$ cat config.mk
export PLATFORM = sky130hd
export DESIGN_NAME = i2c_target_regfile
export DESIGN_NICKNAME = d
export VERILOG_FILES = /design/src/rtl/i2c_target_regfile.sv
export SDC_FILE = /design/constraint.sdc
export NUM_CORES = 1
export LEC_CHECK = 0
export CAP_MARGIN = 20
export CELL_PAD_IN_SITES_DETAIL_PLACEMENT = 0
export CELL_PAD_IN_SITES_GLOBAL_PLACEMENT = 1
export CORE_MARGIN = 8
export CORE_UTILIZATION = 43
export DETAILED_ROUTE_END_ITERATION = 8
export PLACE_DENSITY = 0.8
export SKIP_LAST_GASP = 1
export SLEW_MARGIN = 5
export SYNTH_ARGS = -nofsm -noshare
export SYNTH_HDL_FRONTEND = slang
export SYNTH_SLANG_ARGS = --single-unit
$ cat constraint.sdc
create_clock -name clock -period 3.05 [get_ports clock]
set_input_delay 0.61 -clock clock [delete_from_list [all_inputs] [get_ports clock]]
set_output_delay 0.61 -clock clock [all_outputs]
set_load 0.02 [all_outputs]
$ cat src/rtl/i2c_target_regfile.sv
`default_nettype none
// +----------------------------------------------------------------------------+
// | i2c_target_regfile: oversampled I2C target with pointer-addressed regfile  |
// | Rev 1.0                                                                    |
// +----------------------------------------------------------------------------+
module i2c_target_regfile #(
    parameter logic [6:0] DEVICE_ADDR = 7'h20,
    parameter int         NUM_REGS    = 4,
    parameter int         SYNC_STAGES = 2,
    localparam int        PTR_W       = (NUM_REGS > 1) ? $clog2(NUM_REGS) : 1
) (
    input  logic                  clock,
    input  logic                  reset,
    input  logic                  scl_in,
    input  logic                  sda_in,
    output logic                  sda_oe,
    output logic [8*NUM_REGS-1:0] regs_packed,
    input  logic                  host_we,
    input  logic [PTR_W-1:0]      host_idx,
    input  logic [7:0]            host_wdata,
    output logic                  wr_strobe,
    output logic [PTR_W-1:0]      wr_idx,
    output logic                  busy
);

    typedef enum logic [3:0] {
        ST_IDLE     = 4'd0,
        ST_ADDR     = 4'd1,
        ST_ADDR_ACK = 4'd2,
        ST_PTR      = 4'd3,
        ST_PTR_ACK  = 4'd4,
        ST_WRITE    = 4'd5,
        ST_WR_ACK   = 4'd6,
        ST_READ     = 4'd7,
        ST_RD_ACK   = 4'd8,
        ST_IGNORE   = 4'd9
    } state_t;

    logic [SYNC_STAGES-1:0] r_scl_sync;
    logic [SYNC_STAGES-1:0] r_sda_sync;
    logic                   r_scl_prev;
    logic                   r_sda_prev;

    state_t                 r_state;
    logic [3:0]             r_bit_cnt;
    logic [7:0]             r_shift;
    logic [7:0]             r_tx;
    logic [PTR_W-1:0]       r_ptr;
    logic                   r_rw;
    logic                   r_sda_oe;
    logic                   r_busy;
    logic                   r_wr_strobe;
    logic [PTR_W-1:0]       r_wr_idx;
    logic [7:0]             r_regs [NUM_REGS];

    logic                   w_scl;
    logic                   w_sda;
    logic                   w_scl_rise;
    logic                   w_scl_fall;
    logic                   w_start;
    logic                   w_stop;
    logic [7:0]             w_rx_byte;
    logic [7:0]             w_snap;
    logic [PTR_W-1:0]       w_ptr_next;
    logic                   w_ptr_ok;
    logic                   w_host_ok;

    // Synchronisers idle high so a released bus never looks like a START.
    always_ff @(posedge clock or posedge reset) begin
        if (reset) begin
            r_scl_sync <= '1;
            r_sda_sync <= '1;
            r_scl_prev <= 1'b1;
            r_sda_prev <= 1'b1;
        end else begin
            r_scl_sync <= {r_scl_sync[SYNC_STAGES-2:0], scl_in};
            r_sda_sync <= {r_sda_sync[SYNC_STAGES-2:0], sda_in};
            r_scl_prev <= w_scl;
            r_sda_prev <= w_sda;
        end
    end

    assign w_scl      = r_scl_sync[SYNC_STAGES-1];
    assign w_sda      = r_sda_sync[SYNC_STAGES-1];
    assign w_scl_rise = w_scl & ~r_scl_prev;
    assign w_scl_fall = ~w_scl & r_scl_prev;
    assign w_start    = w_scl & r_scl_prev & r_sda_prev & ~w_sda;
    assign w_stop     = w_scl & r_scl_prev & ~r_sda_prev & w_sda;
    assign w_rx_byte  = {r_shift[6:0], w_sda};
    assign w_snap     = r_regs[r_ptr];
    assign w_ptr_next = (r_ptr == PTR_W'(NUM_REGS - 1)) ? '0 : r_ptr + 1'b1;
    assign w_ptr_ok   = 32'(r_shift) < NUM_REGS;
    assign w_host_ok  = 32'(host_idx) < NUM_REGS;

    always_ff @(posedge clock or posedge reset) begin
        if (reset) begin
            r_state     <= ST_IDLE;
            r_bit_cnt   <= '0;
            r_shift     <= '0;
            r_tx        <= '0;
            r_ptr       <= '0;
            r_rw        <= 1'b0;
            r_sda_oe    <= 1'b0;
            r_busy      <= 1'b0;
            r_wr_strobe <= 1'b0;
            r_wr_idx    <= '0;
            for (int i = 0; i < NUM_REGS; i++) r_regs[i] <= '0;
        end else begin
            r_wr_strobe <= 1'b0;
            // Host write first so a same-cycle I2C commit to the same index overrides it.
            if (host_we && w_host_ok) r_regs[host_idx] <= host_wdata;

            if (w_start) begin
                r_state   <= ST_ADDR;
                r_bit_cnt <= '0;
                r_sda_oe  <= 1'b0;
            end else if (w_stop) begin
                r_state  <= ST_IDLE;
                r_sda_oe <= 1'b0;
                r_busy   <= 1'b0;
            end else begin
                case (r_state)
                    ST_ADDR, ST_PTR, ST_WRITE: begin
                        if (w_scl_rise && r_bit_cnt != 4'd8) begin
                            r_shift   <= w_rx_byte;
                            r_bit_cnt <= r_bit_cnt + 4'd1;
                            if (r_state == ST_WRITE && r_bit_cnt == 4'd7) begin
                                r_regs[r_ptr] <= w_rx_byte;
                                r_wr_strobe   <= 1'b1;
                                r_wr_idx      <= r_ptr;
                                r_ptr         <= w_ptr_next;
                            end
                        end else if (w_scl_fall && r_bit_cnt == 4'd8) begin
                            case (r_state)
                                ST_ADDR: begin
                                    if (r_shift[7:1] == DEVICE_ADDR) begin
                                        r_sda_oe <= 1'b1;
                                        r_busy   <= 1'b1;
                                        r_rw     <= r_shift[0];
                                        r_state  <= ST_ADDR_ACK;
                                    end else begin
                                        r_state <= ST_IGNORE;
                                    end
                                end
                                ST_PTR: begin
                                    if (w_ptr_ok) begin
                                        r_ptr    <= r_shift[PTR_W-1:0];
                                        r_sda_oe <= 1'b1;
                                        r_state  <= ST_PTR_ACK;
                                    end else begin
                                        r_state <= ST_IGNORE;
                                    end
                                end
                                default: begin
                                    r_sda_oe <= 1'b1;
                                    r_state  <= ST_WR_ACK;
                                end
                            endcase
                        end
                    end
                    ST_ADDR_ACK: begin
                        if (w_scl_fall) begin
                            r_bit_cnt <= '0;
                            if (r_rw) begin
                                r_tx      <= {w_snap[6:0], 1'b0};
                                r_sda_oe  <= ~w_snap[7];
                                r_bit_cnt <= 4'd1;
                                r_state   <= ST_READ;
                            end else begin
                                r_sda_oe <= 1'b0;
                                r_state  <= ST_PTR;
                            end
                        end
                    end
                    ST_PTR_ACK, ST_WR_ACK: begin
                        if (w_scl_fall) begin
                            r_sda_oe  <= 1'b0;
                            r_bit_cnt <= '0;
                            r_state   <= ST_WRITE;
                        end
                    end
                    ST_READ: begin
                        if (w_scl_fall) begin
                            if (r_bit_cnt == 4'd0) begin
                                r_tx      <= {w_snap[6:0], 1'b0};
                                r_sda_oe  <= ~w_snap[7];
                                r_bit_cnt <= 4'd1;
                            end else if (r_bit_cnt == 4'd8) begin
                                r_sda_oe <= 1'b0;
                                r_state  <= ST_RD_ACK;
                            end else begin
                                r_sda_oe  <= ~r_tx[7];
                                r_tx      <= {r_tx[6:0], 1'b0};
                                r_bit_cnt <= r_bit_cnt + 4'd1;
                            end
                        end
                    end
                    ST_RD_ACK: begin
                        // Pointer advances past every byte sent; ACK fetches the next one.
                        if (w_scl_rise) begin
                            r_ptr     <= w_ptr_next;
                            r_bit_cnt <= '0;
                            r_state   <= w_sda ? ST_IGNORE : ST_READ;
                        end
                    end
                    default: ;
                endcase
            end
        end
    end

    for (genvar g = 0; g < NUM_REGS; g++) begin : g_pack
        assign regs_packed[8*g +: 8] = r_regs[g];
    end

    assign sda_oe    = r_sda_oe;
    assign busy      = r_busy;
    assign wr_strobe = r_wr_strobe;
    assign wr_idx    = r_wr_idx;

endmodule
`default_nettype wire

### Port wiring, run 1

Bar = 20 um.
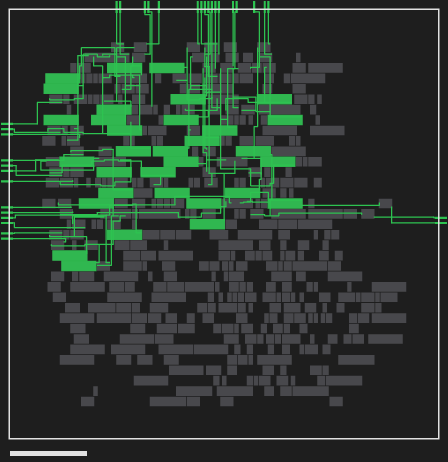
[green] regs_packed | bits: 32 | direction: output | end cells: 32 | wire: 1610 um
count of port buffers added during placement: 51
I/O pin count: 52

### The metal 1 layer, run 1

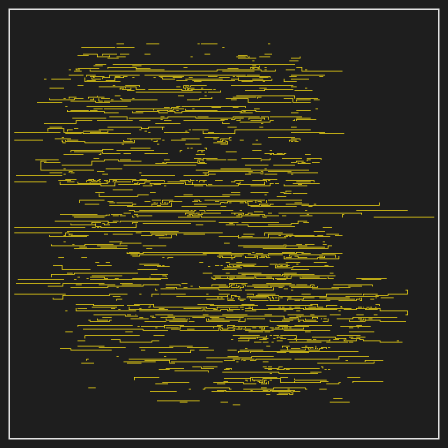
main direction: horizontal
nets with wire on the layer: 406
wire length on this layer: 4800 um
met1 GRT Util: 0.230
vias after detailed routing: 3095
total wirelength of the detailed-routed design: 10600 um

### Routed clock nets over the placement, run 1

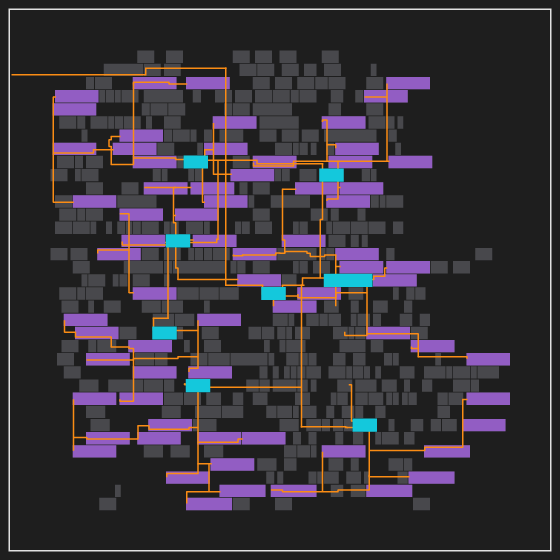
[orange] clock wires | length: 965 um
[purple] flip-flops | count: 69
[cyan] clock-net drivers | count: 9
routed clock nets: 10
post-route clock skew: 12.3 ps
Late-Pin Clk Latency: 360 ps
part of the total power dissipated in the clock network: 0.231
clock distribution power: 0.866 mW

### Sequential cells colored by netlist name, run 1

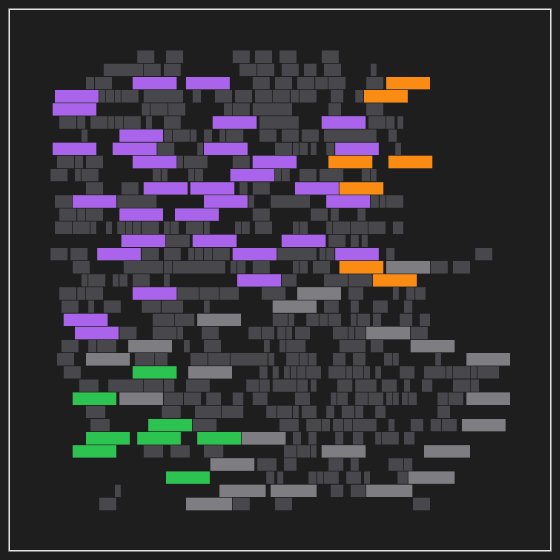
[purple] regs_packed | flops: 32
[green] r_shift | flops: 8 | where: bottom left
[orange] r_tx | flops: 7
share of the core filled with cells: 0.523
Sequential Area: 0.00173 sq mm

==> impl_metrics.csv, run 1 <==
group,metric,value,unit
final_layout,fillerInstances,805,
final_timing,timing.slew.headroom,0.485,
logic_synthesis,yosys.cell_types.count,67,
logic_synthesis,async_reset_ff_frac,1.00,
routing,drcViolationCount,0,
routing,detail_route.wl_per_cell,19.8,um
clocking,cts_tree,"yes",
final_timing,fin_hold_ws,357,ps
flow_run,openroad.warnings,30,
logic_synthesis,synth.top_cells.by_area,"dfrtp_1 40%, mux2i_1 11%, a21oi_1 4.8%",
clocking,worst_setup_hold_path_clk_slew,80,ps
floorplan,fp.dieArea,0.0125,sq mm
floorplan,die_w,112,um
run_status,result_of_the_run,"finished, final reports clean",
floorplan,die_h,112,um
final_layout,instances_no_fill,535,
clocking,cts.htree.levels,3,
critical_path,reg_to_reg_critical_path_startpoint,"r_state[2]$_DFFE_PP0P_",
critical_path,critical_path.startpoint_type,"register",
logic_synthesis,post-synth-top-area-cell,"dfrtp_1",
logic_synthesis,total_cells_reported_by_yosys_after_synthesis,377,
grt,grt_max_degree,50,
final_timing,final_hold_violating_endpoints,0,
power,cell_internal_pwr,2.28,mW
final_timing,finalSetupViolCount,0,
logic_synthesis,ys_area,0.00394,sq mm
floorplan,std_cell_rows,35,
critical_path,worst_setup_path_startpoint,"r_state[2]$_DFFE_PP0P_",
final_layout,post_route_cells_drive_above_1_share,0.151,
final_layout,antenna_diode_count,0,
critical_path,worst_ep_arrival_time,2470,ps
final_timing,final.setup.tns,0,ps
power,combPwrFrac,0.358,
placement,gp_routability_congestion,0.905,
logic_synthesis,synth_warnings,0,
clocking,cts_hold_buffers,0,
routing,first_pass_iters,5,
final_layout,syn2layout_area_growth,20.3,%
final_timing,tightest_slew,767,ps
clocking,clockRootBuffer,"clkbuf_8",
clocking,cts.repair_timing.setup_buffer_count,0,
logic_synthesis,syn-mean-instance-area,10.4,sq um
routing,drtIter0Drc,176,
critical_path,critical_path_class,"register to register",
logic_synthesis,ys_seq_share,0.441,
logic_synthesis,synthesis.area,0.00394,sq mm
logic_synthesis,postSynthNetCount,398,
floorplan,core-area,0.00906,sq mm
placement,place.detailed.instances,519,
critical_path,worst_ep_required_time,3280,ps
logic_synthesis,top_area_frac,0.401,
final_timing,period_minus_slack,2240,ps
clocking,clock_sink_count,69,
final_timing,unrepaired_setup_endpoints_after_global_routing,"no",
logic_synthesis,yosys_most_used_dff,"dfrtp_1",
logic_synthesis,most_common_cell_in_the_netlist,"dfrtp_1",
logic_synthesis,syn-instance-count,377,
power,cellLeakagePower,2.11,nW
critical_path,crit_path_max_fanout,18,
final_timing,fmax,447,MHz
final_timing,post-route-period-util,0.734,
power,power.switching,1.46,mW
flow_run,max_cap_violations,0,
placement,dp_hpwl,7570,um
power,vdd_ir_max,0.407,mV
power,powerDensity,790,mW/mm^2
final_layout,final_nets,440,
critical_path,critical_path.endpoint_type,"register",
clocking,tritoncts.num_buffers,9,
grt,grt_first_pass_wirelength,16900,um
grt,grt_remaining_overflow,0,
power,power.share.switching,0.390,
grt,antenna_violations_before_repair,0,
power,seq_power_share,0.410,
min_path,timing.hold.worst.start,"r_scl_sync[0]$_DFF_PP1_",
grt,via_count_of_the_first_global_routing_pass,3022,
routing,antenna_violating_nets_post_route,0,
clocking,ctsResizeCount,0,
logic_synthesis,most_instantiated_cells_after_synthesis,"63 x dfrtp_1, 44 x mux2i_1, 41 x nor2_1",
routing,vias_per_cell,5.79,
floorplan,initial_utilization,0.434,
min_path,timing.hold.worst.class,"register to register",
logic_synthesis,synth_flops,69,
logic_synthesis,synth-edff-count,0,
grt,grt.total_usage,0.173,
clocking,cts-root-to-sink-buffers,2,
final_timing,maxSlewViolCount,0,
-- run 1: layer usage --
| layer | track usage | vias to the layer above | routed length [um] | part of all wire |
|---|---|---|---|---|
| met1 | 0.230 | 1519 | 4800 | 0.45 |
| met4 | 0.0693 | 0 | 179 | 0.017 |
| met3 | 0.0422 | 13 | 638 | 0.060 |
| li1 | - | 1460 | - | - |
| met2 | 0.263 | 103 | 4980 | 0.47 |
| met5 | 0 | - | 0 | 0 |
-- run 1: registers in the layout, indices dropped and copies added, names as in the netlist, 2 cells and up --
name         cells
r_sda_sync       2
r_ptr            2
r_tx             7
r_state          4
r_scl_sync       2
r_shift          8
wr_idx           2
r_bit_cnt        4
regs_packed     32
-- run 1: final timing paths --
kind / endpoint / slack, ps / cells after the start
worst max-delay path: regs_packed[16]$_DFF_PP0_ / 810 / 5
worst min-delay path: r_scl_sync[1]$_DFF_PP1_ / 360 / 0
worst max register to register: regs_packed[16]$_DFF_PP0_ / 810 / 5
worst min register to register: r_scl_sync[1]$_DFF_PP1_ / 360 / 0
max in group asynchronous: regs_packed[7]$_DFF_PP0_ / 1840 / 3
min in group asynchronous: r_shift[4]$_DFFE_PP0P_ / 590 / 2
-- run 1: logic make-up after synthesis --
logic type,Yosys count,synth area share
adders and majority gates,6,0.0191
buffers and inverters,31,0.0359
muxes,63,0.189
xor gates and xnor gates,1,0.00223
AOI/OAI and AO/OA,78,0.123
DFF,69,0.441
and+or+nand+nor,129,0.190
-- run 1: cell type report --
type | instances | area, sq um | share of cell area
Clock buffer | 10 | 138 | 0.0291
Clock inverter | 6 | 93.8 | 0.0198
Inverter | 9 | 33.8 | 0.00713
Multi-Input combinational cell | 277 | 2060 | 0.435
Sequential cell | 69 | 1730 | 0.366
Tap cell | 111 | 139 | 0.0293
Timing Repair Buffer | 53 | 538 | 0.114
-- run 1: power groups by stage --
stage	clock network (mW)	registers (mW)	logic [mW]
floorplan	0	1.39	0.995
global placement	0	1.53	1.32
detailed placement	0	1.54	1.33
CTS	0.880	1.53	1.34
global route	0.922	1.57	1.45
finish	0.866	1.53	1.34
-- run 1: stage by stage --
step           total power, mW  worst slack [ps]  cell area (sq um)
4_1_cts                   3.75               823               4740
2_1_floorplan             2.39               710               3940
5_1_grt                   3.95               624               4740
6_report                  3.74               811               4740
3_5_place_dp              2.88               835               4510
3_3_place_gp              2.85               878               4510
-- run 1: worst max-delay path, stage by stage (launching register included) --
cell	delay, ps
dfrtp_1	690
nand4b_1	310
nor4_4	640
nand2_4	260
nor2_1	160
a21oi_1	50
-- run 1: placed cells by master (no fill, tap or decap), types with 8 or more instances in the layout --
| cell type | netlist | routed |
|---|---|---|
| dfrtp_1 | 63 | 63 |
| clkdlybuf4s50_1 | 0 | 51 |
| mux2i_1 | 44 | 44 |
| nor2_1 | 41 | 41 |
| a21oi_1 | 38 | 38 |
| nand2_1 | 23 | 23 |
| o21ai_0 | 12 | 12 |
| mux2_2 | 11 | 11 |
| clkbuf_8 | 0 | 10 |
| nand3_1 | 9 | 9 |
| inv_1 | 9 | 8 |
| mux4_2 | 8 | 8 |
### Routing congestion, run 1

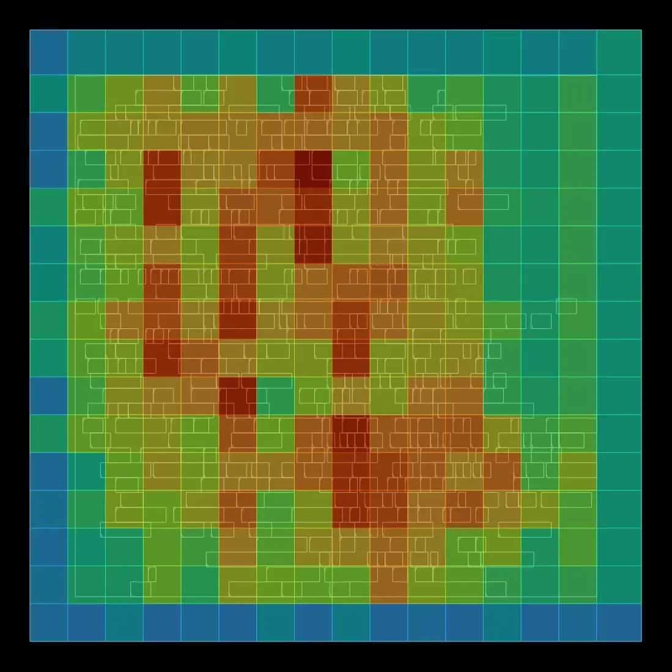

## Run 2: what changed since run 1
clock period = 2.3 ns   (was 3.05 ns; I/O delays follow)
### Routing congestion, run 2

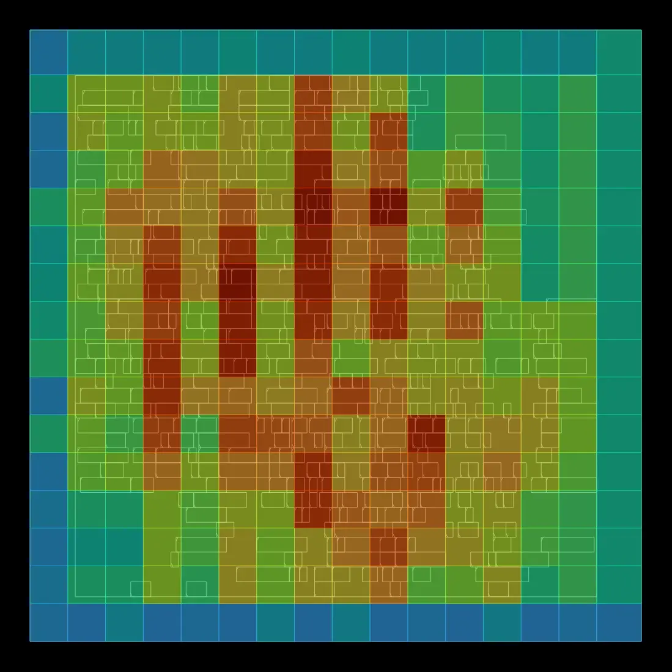
share of the core filled with cells: 0.537
met3 track demand over resource in global routing: 0.0406
average wire per cell in the routed design: 19.6 um

### Port wiring, run 2

Bar = 20 um.
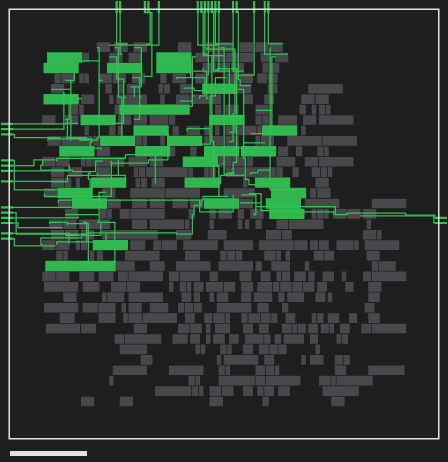

==> impl_metrics.csv, run 2 <==
group,metric,value,unit
final_timing,fmax,481,MHz
final_layout,logic_area,0.00206,sq mm
final_layout,syn2layout_area_growth,23.7,%
critical_path,slowest_stage,"dfrtp_1",
critical_path,crit_path_max_fanout,14,
clocking,cts.htree.levels,3,
final_layout,mostFrequentLayoutCell,"dfrtp_1",
clocking,cts_tree,"yes",
clocking,clockRootBuffer,"clkbuf_8",
logic_synthesis,synth.top_cells.by_area,"dfrtp_1 40%, mux2i_1 11%, a21oi_1 4.8%",
routing,drtIter0Drc,152,
routing,vias_per_cell,5.74,
critical_path,critical_path.endpoint_type,"register",
power,vdd_ir_max,0.486,mV
final_layout,flop_area,0.00173,sq mm
clocking,ctsResizeCount,0,
final_layout,fillerInstances,807,
critical_path,crit_path_cell_trace,"or3b_2 -> a211oi_2 -> o21ai_0 -> a221oi_1 -> a311oi_1",
clocking,cts_hold_buffers,0,
placement,post_dp_cell_area,0.00464,sq mm
logic_synthesis,top_area_frac,0.401,
placement,dp_hpwl,7910,um
final_layout,final_nets,458,
final_timing,period_minus_slack,2080,ps
grt,grt_max_degree,47,
logic_synthesis,ys_area,0.00394,sq mm
routing,dr_wl_met2,5020,um
floorplan,core-area,0.00906,sq mm
critical_path,critPathMaxStageDelay,540,ps
power,clock_power_share,0.231,
clocking,cts-root-to-sink-buffers,2,
critical_path,critical_path_class,"register to register",
logic_synthesis,synth-edff-count,0,
clocking,cts.repair_timing.setup_buffer_count,0,
routing,first_pass_iters,4,
grt,antenna_violations_before_repair,0,
routing,vias_after_detailed_routing,3172,
clocking,clock_latency,360,ps
clocking,clock_sink_count,69,
floorplan,std_cell_rows,35,
final_timing,unrepaired_setup_endpoints_after_global_routing,"no",
final_layout,largest_register_ffs,32,
power,powerDensity,1040,mW/mm^2
grt,grt_remaining_overflow,0,
critical_path,worst_ep_arrival_time,2300,ps
logic_synthesis,synth_warnings,0,
min_path,timing.hold.worst.class,"register to register",
final_layout,instances_no_fill,553,
floorplan,die_w,112,um
flow_run,max_cap_violations,0,
flow_run,openroad.warnings,30,
power,seq_power_share,0.381,
logic_synthesis,ys_seq_share,0.441,
final_timing,final_hold_violating_endpoints,0,
routing,antenna_violating_nets_post_route,0,
floorplan,pin_count,52,
logic_synthesis,most_common_cell_in_the_netlist,"dfrtp_1",
routing,topRoutingLayerUsed,"met4",
logic_synthesis,synth_flops,69,
power,cellLeakagePower,2.20,nW
clocking,tritoncts.num_buffers,9,
floorplan,die_h,112,um
critical_path,reg2reg_slack,220,ps
grt,grt_first_pass_wirelength,18200,um
final_timing,final.setup.tns,0,ps
power,combPwrFrac,0.389,
power,power.switching,1.98,mW
logic_synthesis,yosys_most_used_dff,"dfrtp_1",
critical_path,critical_path.startpoint_type,"register",
run_status,result_of_the_run,"finished, final reports clean",
logic_synthesis,most_instantiated_cells_after_synthesis,"63 x dfrtp_1, 44 x mux2i_1, 41 x nor2_1",
final_layout,mostFrequentLayoutCells,"63 x dfrtp_1, 51 x clkdlybuf4s50_1, 44 x mux2i_1, 41 x nor2_1, 38 x a21oi_1",
grt,via_count_of_the_first_global_routing_pass,3295,
grt,grt.total_usage,0.183,
logic_synthesis,synthesis.area,0.00394,sq mm
floorplan,fp.dieArea,0.0125,sq mm
floorplan,initial_utilization,0.434,
routing,met3_wire_len,584,um
power,cell_internal_pwr,3.08,mW
final_layout,final_design_area_no_fill,0.00487,sq mm
final_timing,tightest_slew,683,ps
logic_synthesis,post-synth-top-area-cell,"dfrtp_1",
clocking,worst_setup_hold_path_clk_slew,80,ps
placement,place.detailed.instances,537,
final_layout,antenna_diode_count,0,
final_timing,post-route-period-util,0.903,
final_timing,maxSlewViolCount,0,
routing,wl,10900,um
final_timing,finalSetupViolCount,0,
placement,buffer_ports.inserted,51,
final_timing,fin_hold_ws,359,ps
final_timing,timing.slew.headroom,0.544,
logic_synthesis,syn-mean-instance-area,10.4,sq um
power,power.share.switching,0.391,
placement,gp_routability_congestion,0.872,
logic_synthesis,postSynthNetCount,398,
routing,drcViolationCount,0,
logic_synthesis,async_reset_ff_frac,1.00,
final_layout,post_route_cells_drive_above_1_share,0.186,
critical_path,worst_ep_required_time,2520,ps
logic_synthesis,yosys.cell_types.count,67,
logic_synthesis,total_cells_reported_by_yosys_after_synthesis,377,
logic_synthesis,syn-instance-count,377,
routing,met1_length,5070,um
### Routed clock nets over the placement, run 2

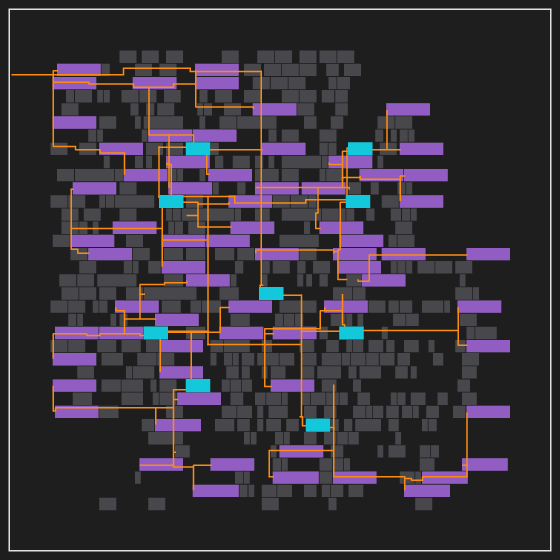
clock distribution power: 1.17 mW
post-route clock skew: 11.6 ps

==> run 2: cells by family after synthesis <==
group	Yosys count	synth area share
mux	63	0.189
compound gates	78	0.123
buf+inv	31	0.0359
fa+ha+maj	6	0.0191
xor+xnor	1	0.00223
flops	69	0.441
simple gates	129	0.190
==> run 2: layout make-up <==
| cell class | count | share of cell area |
|---|---|---|
| Sequential cell | 69 | 0.356 |
| Clock buffer | 9 | 0.0254 |
| Clock inverter | 7 | 0.0216 |
| Multi-Input combinational cell | 277 | 0.423 |
| Inverter | 9 | 0.00694 |
| Tap cell | 111 | 0.0285 |
| Timing Repair Buffer | 71 | 0.138 |
==> run 2: power groups by stage <==
stage / Sequential (mW) / Clock, mW / Combinational (mW)
6_report: 1.93 / 1.17 / 1.97
4_1_cts: 1.93 / 1.19 / 1.97
3_3_place_gp: 1.95 / 0 / 1.94
2_1_floorplan: 1.84 / 0 / 1.32
3_5_place_dp: 1.95 / 0 / 1.96
5_1_grt: 1.99 / 1.24 / 2.14
==> run 2: per-layer routing <==
| layer | GRT usage | vias up |
|---|---|---|
| li1 | - | 1488 |
| met1 | 0.246 | 1570 |
| met2 | 0.280 | 95 |
| met3 | 0.0406 | 19 |
| met4 | 0.0693 | 0 |
| met5 | 0 | - |
==> run 2: critical path, delay by kind of cell, from the launching register on <==
kind               cells  cell delay (ps)
and+or+nand+nor        1              530
DFF                    1              540
AOI/OAI and AO/OA      4              880
==> run 2: final timing paths <==
kind,from,endpoint,cells past startpoint
max in group asynchronous,reset,regs_packed[12]$_DFF_PP0_,3
worst min register to register,r_sda_sync[0]$_DFF_PP1_,r_sda_sync[1]$_DFF_PP1_,0
worst max register to register,r_state[1]$_DFFE_PP0P_,r_state[0]$_DFFE_PP0P_,5
worst min-delay path,r_sda_sync[0]$_DFF_PP1_,r_sda_sync[1]$_DFF_PP1_,0
min in group asynchronous,reset,r_state[1]$_DFFE_PP0P_,3
worst max-delay path,r_state[1]$_DFFE_PP0P_,r_state[0]$_DFFE_PP0P_,5
==> run 2: metrics by stage <==
stage | power [mW] | setup slack [ps] | utilization
global placement | 3.88 | 322 | 0.512
global route | 5.36 | 115 | 0.537
CTS | 5.09 | 266 | 0.537
finish | 5.06 | 222 | 0.537
floorplan | 3.16 | 110 | -
detailed placement | 3.91 | 275 | 0.512
### Sequential cells colored by netlist name, run 2

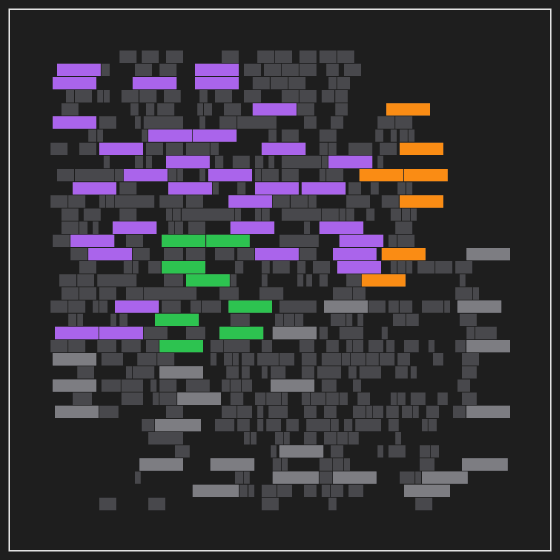

## Run 3: what changed since run 2
==> constraint.sdc (replaced) <==
create_clock -name clock -period 2.3 [get_ports clock]
set_input_delay 0.575 -clock clock [delete_from_list [all_inputs] [get_ports clock]]
set_output_delay 0.575 -clock clock [all_outputs]
set_load 0.02 [all_outputs]
### Sequential cells colored by netlist name, run 3

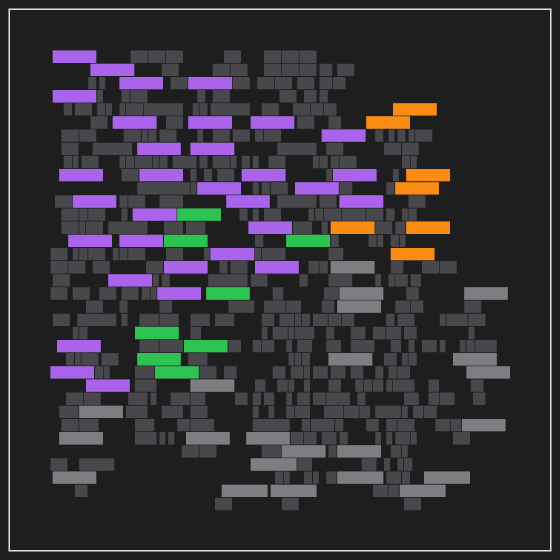
[green] r_shift | flops: 8
[orange] r_tx | flops: 7
[purple] regs_packed | flops: 32
not colored: 22
reported sequential group power: 1.94 mW
proportion of cell area occupied by registers: 0.360

### Port wiring, run 3

Bar = 20 um.
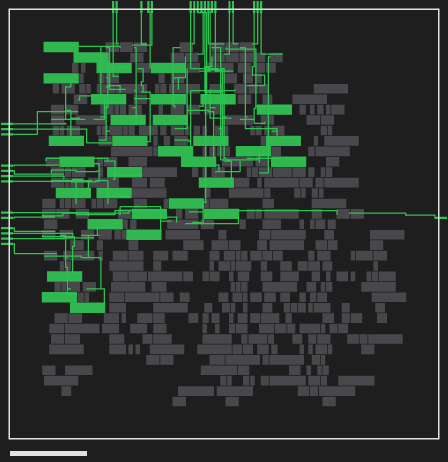

==> impl_metrics.csv, run 3 <==
group,metric,value,unit
final_timing,timing.slew.headroom,0.498,
floorplan,std_cell_rows,35,
final_timing,fmax,471,MHz
floorplan,pin_count,52,
logic_synthesis,yosys.cell_types.count,67,
flow_run,max_cap_violations,0,
routing,first_pass_iters,4,
logic_synthesis,post-synth-top-area-cell,"dfrtp_1",
power,powerDensity,1020,mW/mm^2
routing,antenna_violating_nets_post_route,0,
clocking,cts.repair_timing.setup_buffer_count,0,
min_path,min_path_cells,0,
final_layout,mostFrequentLayoutCells,"63 x dfrtp_1, 51 x clkdlybuf4s50_1, 44 x mux2i_1, 41 x nor2_1, 38 x a21oi_1",
clocking,cts.htree.levels,3,
routing,detail_route.wl_per_cell,19.4,um
placement,buffer_ports.inserted,51,
critical_path,end_of_the_worst_register_to_register_path,"r_bit_cnt[0]$_DFFE_PP0P_",
power,cellLeakagePower,2.15,nW
logic_synthesis,most_common_cell_in_the_netlist,"dfrtp_1",
critical_path,reg_to_reg_critical_path_startpoint,"r_state[2]$_DFFE_PP0P_",
final_timing,post-route-period-util,0.923,
final_timing,unrepaired_setup_endpoints_after_global_routing,"no",
final_timing,maxSlewViolCount,0,
logic_synthesis,syn-mean-instance-area,10.4,sq um
critical_path,critical_path.startpoint_type,"register",
final_layout,instances_no_fill,548,
final_layout,final_design_area_no_fill,0.00481,sq mm
final_layout,syn2layout_area_growth,22.2,%
routing,drtIter0Drc,144,
logic_synthesis,most_instantiated_cells_after_synthesis,"63 x dfrtp_1, 44 x mux2i_1, 41 x nor2_1",
run_status,result_of_the_run,"finished, final reports clean",
critical_path,worst_setup_path_startpoint,"r_state[2]$_DFFE_PP0P_",
clocking,clockRootBuffer,"clkbuf_8",
logic_synthesis,synthesis.area,0.00394,sq mm
grt,grt_max_degree,70,
logic_synthesis,ys_area,0.00394,sq mm
floorplan,initial_utilization,0.434,
grt,met1_grt_util,0.224,
critical_path,critical_path.endpoint_type,"register",
grt,via_count_of_the_first_global_routing_pass,3165,
grt,grt.total_usage,0.175,
final_timing,period_minus_slack,2120,ps
critical_path,worst_ep_arrival_time,2390,ps
logic_synthesis,top_area_frac,0.401,
routing,vias_after_detailed_routing,3103,
power,vdd_ir_max,0.473,mV
clocking,cts-root-to-sink-buffers,2,
critical_path,critical_path_class,"register to register",
placement,gp_routability_congestion,0.949,
logic_synthesis,syn-instance-count,377,
routing,drcViolationCount,0,
logic_synthesis,synth.top_cells.by_area,"dfrtp_1 40%, mux2i_1 11%, a21oi_1 4.8%",
clocking,cts_hold_buffers,0,
final_layout,mostFrequentLayoutCell,"dfrtp_1",
clocking,tritoncts.num_buffers,9,
final_timing,tightest_slew,752,ps
min_path,timing.hold.worst.class,"register to register",
flow_run,openroad.warnings,30,
grt,globalRoute.busiestLayer,"met2",
critical_path,worst-r2r-cell-count,6,
final_timing,finalSetupViolCount,0,
clocking,worst_setup_hold_path_clk_slew,80,ps
final_layout,largest_register_ffs,32,
floorplan,die_w,112,um
final_timing,final.setup.tns,0,ps
grt,grtUsageMet3,0.0379,
critical_path,worst_ep_required_time,2560,ps
min_path,timing.hold.worst.start,"r_scl_sync[0]$_DFF_PP1_",
clocking,cts_tree,"yes",
logic_synthesis,yosys_most_used_dff,"dfrtp_1",
logic_synthesis,postSynthNetCount,398,
routing,vias_per_cell,5.66,
floorplan,die_h,112,um
floorplan,fp.dieArea,0.0125,sq mm
placement,dp_hpwl,7630,um
clocking,clock_sink_count,69,
grt,grt_remaining_overflow,0,
grt,antenna_violations_before_repair,0,
critical_path,reg2reg_slack,180,ps
routing,wl,10600,um
final_layout,post_route_cells_drive_above_1_share,0.176,
final_timing,final_hold_violating_endpoints,0,
min_path,timing.hold.worst_endpoint,"r_scl_sync[1]$_DFF_PP1_",
floorplan,core-area,0.00906,sq mm
grt,grt_first_pass_wirelength,17200,um
logic_synthesis,synth_warnings,0,
logic_synthesis,total_cells_reported_by_yosys_after_synthesis,377,
placement,place.detailed.instances,532,
final_layout,antenna_diode_count,0,
logic_synthesis,synth-edff-count,0,
placement,post_dp_cell_area,0.00461,sq mm
grt,grt_use_met2,0.276,
clocking,ctsResizeCount,0,
final_layout,final_nets,453,
final_layout,final_util,0.531,
logic_synthesis,synth_flops,69,
logic_synthesis,async_reset_ff_frac,1.00,
logic_synthesis,ys_seq_share,0.441,
critical_path,crit_path_max_fanout,18,
### Routed clock nets over the placement, run 3

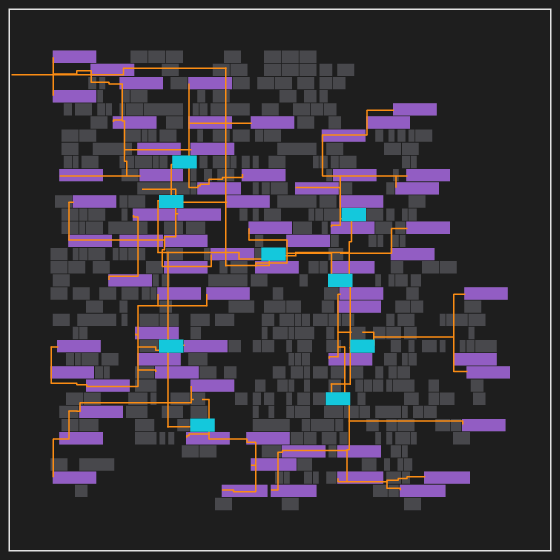
clock distribution power: 1.03 mW
part of the total power dissipated in the clock network: 0.211
Late-Pin Clk Latency: 350 ps
post-route clock skew: 14.4 ps

==> run 3: cell counts after synthesis <==
No cell type changed its count.
==> run 3: kinds of logic after synthesis <==
group | count (synthesis) | share of synthesized area
AND/OR/NAND/NOR | 129 | 0.190
AND-OR/OR-AND | 78 | 0.123
flip-flops | 69 | 0.441
multiplexers | 63 | 0.189
buffers and inverters | 31 | 0.0359
adder cells (fa/ha/maj) | 6 | 0.0191
XOR/XNOR | 1 | 0.00223
==> run 3: stage by stage <==
| stage | hold slack [ps] | setup WS (ps) | power, mW |
|---|---|---|---|
| CTS | 361 | 231 | 4.92 |
| global placement | 346 | 279 | 3.86 |
| floorplan | 345 | 397 | 3.16 |
| finish | 360 | 177 | 4.90 |
| detailed placement | 349 | 261 | 3.88 |
| global route | 364 | 88.6 | 5.19 |
==> run 3: worst max path at each step <==
stage	end	slack [ps]	depth (start not counted)
2_1_floorplan	r_bit_cnt[2]$_DFFE_PP0P_	400	6
3_3_place_gp	r_bit_cnt[1]$_DFFE_PP0P_	280	6
3_5_place_dp	r_bit_cnt[0]$_DFFE_PP0P_	260	6
4_1_cts	r_bit_cnt[0]$_DFFE_PP0P_	230	6
5_1_grt	r_bit_cnt[0]$_DFFE_PP0P_	90	6
6_report	r_bit_cnt[0]$_DFFE_PP0P_	180	6
==> run 3: layout make-up <==
type	count	area, sq um
Fill cell	807	4250
Multi-Input combinational cell	277	2060
Sequential cell	69	1730
Timing Repair Buffer	66	636
Tap cell	111	139
Clock buffer	9	124
Clock inverter	7	80.1
Inverter	9	37.5
==> run 3: worst max-delay path: stages, from the launching register on <==
cell     delay (ps)
dfrtp_1         720
nand2_1         300
a21oi_1         360
a21oi_1         110
o21ai_1         200
buf_4           170
mux2i_1         180
==> run 3: per-layer routing <==
layer,share of wire,wire (um)
met5,0,0
met2,0.47,5010
met1,0.45,4740
met4,0.024,250
met3,0.059,631
==> run 3: power by group <==
part	leakage [nW]	internal (mW)	switching, mW
clock	0.0968	0.514	0.518
combinational	1.23	0.957	0.964
sequential	0.830	1.47	0.473
Power is estimated from default activity; no workload was simulated.
